Routing congestion:
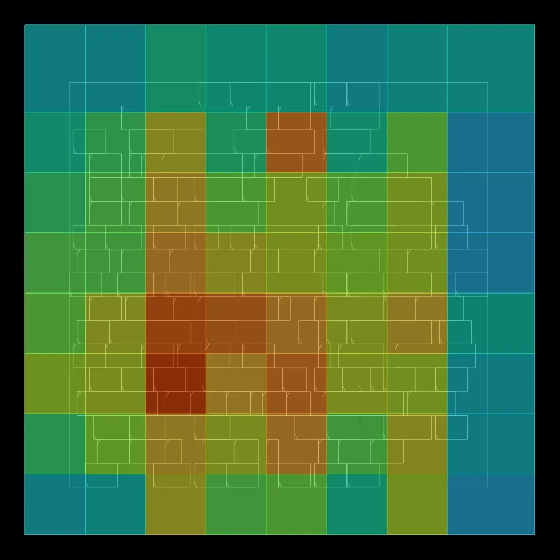
Routed metal, one colour a layer:
Bar = 20 um.
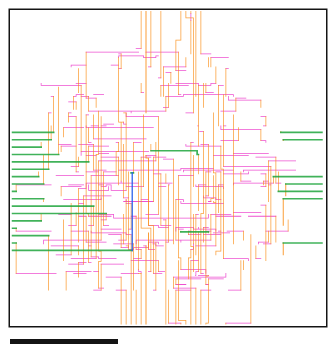
Design regwb_arbiter, sky130hd; sources not shown.
==> impl_metrics.tcl <==
# implementation run metrics
set metrics [dict create \
    outcome "complete, no violations" \
    setup-violations-final 0 \
    n_all_buffers 60 \
    area_leaders "dfrtp_1 45%, mux2_4 24%, mux2_2 7.6%" \
    hold_viol 0 \
    worstSetupStartpointType "input port" \
    worst_pin_slew_ns 0.564 \
    cp_slowest_cell "clkdlybuf4s50_1" \
    post-route-period-util_pct 98.4 \
    setup_ws_ns 0.0392 \
    power_uw 953 \
    seq_power_share_pct 38.1 \
    power.leakage_uw 0.000695 \
    reg2regPathDepth 7 \
    fp_util_pct 40.0 \
    layout_top_cells "45 x clkdlybuf4s50_1, 16 x dfrtp_1, 14 x mux2_4" \
    numClockSinks 16 \
    topCombFamilyByArea "multiplexers" \
    worst-path-buf-inv 3 \
    placed_cell_area_sq_um 1440 \
    met3_usage_pct 6.46 \
    slew-limit-headroom_pct 62.4 \
    fa_ha_area_share_pct 0 \
    p_comb_share_pct 43.7 \
    final.min_clock_period_ns 2.41 \
    fin_setup_tns_ns 0 \
    crit_chain "clkdlybuf4s50_1 -> or3b_4 -> a21oi_2 -> buf_4 -> nor2b_4 -> a22oi_4 -> buf_12 -> mux2_4" \
    highest_layer "met4" \
    synth.distinct_cells 20 \
    synth.top_cells.by_count "16 x dfrtp_1, 14 x mux2_4, 6 x mux2_2" \
    openroad.warnings 26 \
    drive_gt1_share_pct 36.3 \
    power.density_nw_per_um2 628 \
    synth-edff-count 0 \
    drc_errors 0 \
    cts_buffers 3 \
    chip_area_sq_um 3390 \
    cts_resized 6 \
    synth_top_cell_by_area "dfrtp_1" \
    syn_inst 63 \
    lay_top_count "clkdlybuf4s50_1" \
    maxCapViolCount 0 \
    holdPathStages 2 \
    grt.met2_usage_pct 27.7 \
    synth_top_area_share_pct 45.3 \
    reg2reg_slack_ns 0.56 \
    final-nonclk-buf-share_pct 38.8 \
    postCtsHoldBufs 0 \
    place.gp.congestion 0.670 \
]
Back to the opening pictures, 'routing congestion':
final core utilization: 68.6%
GR Util met1: 13.2%

Back to the opening pictures, 'routed metal, one colour a layer':
metal 2 -> orange  # wire length 1280 um
metal 4 -> blue  # wire length 14.3 um
metal 1 -> magenta  # wire length 729 um
metal 3 -> green  # wire length 201 um
Vias: 726
Total Routing Usage GR: 14.2%
routed length per placed instance: 14.6 um
routed wire length: 2220 um

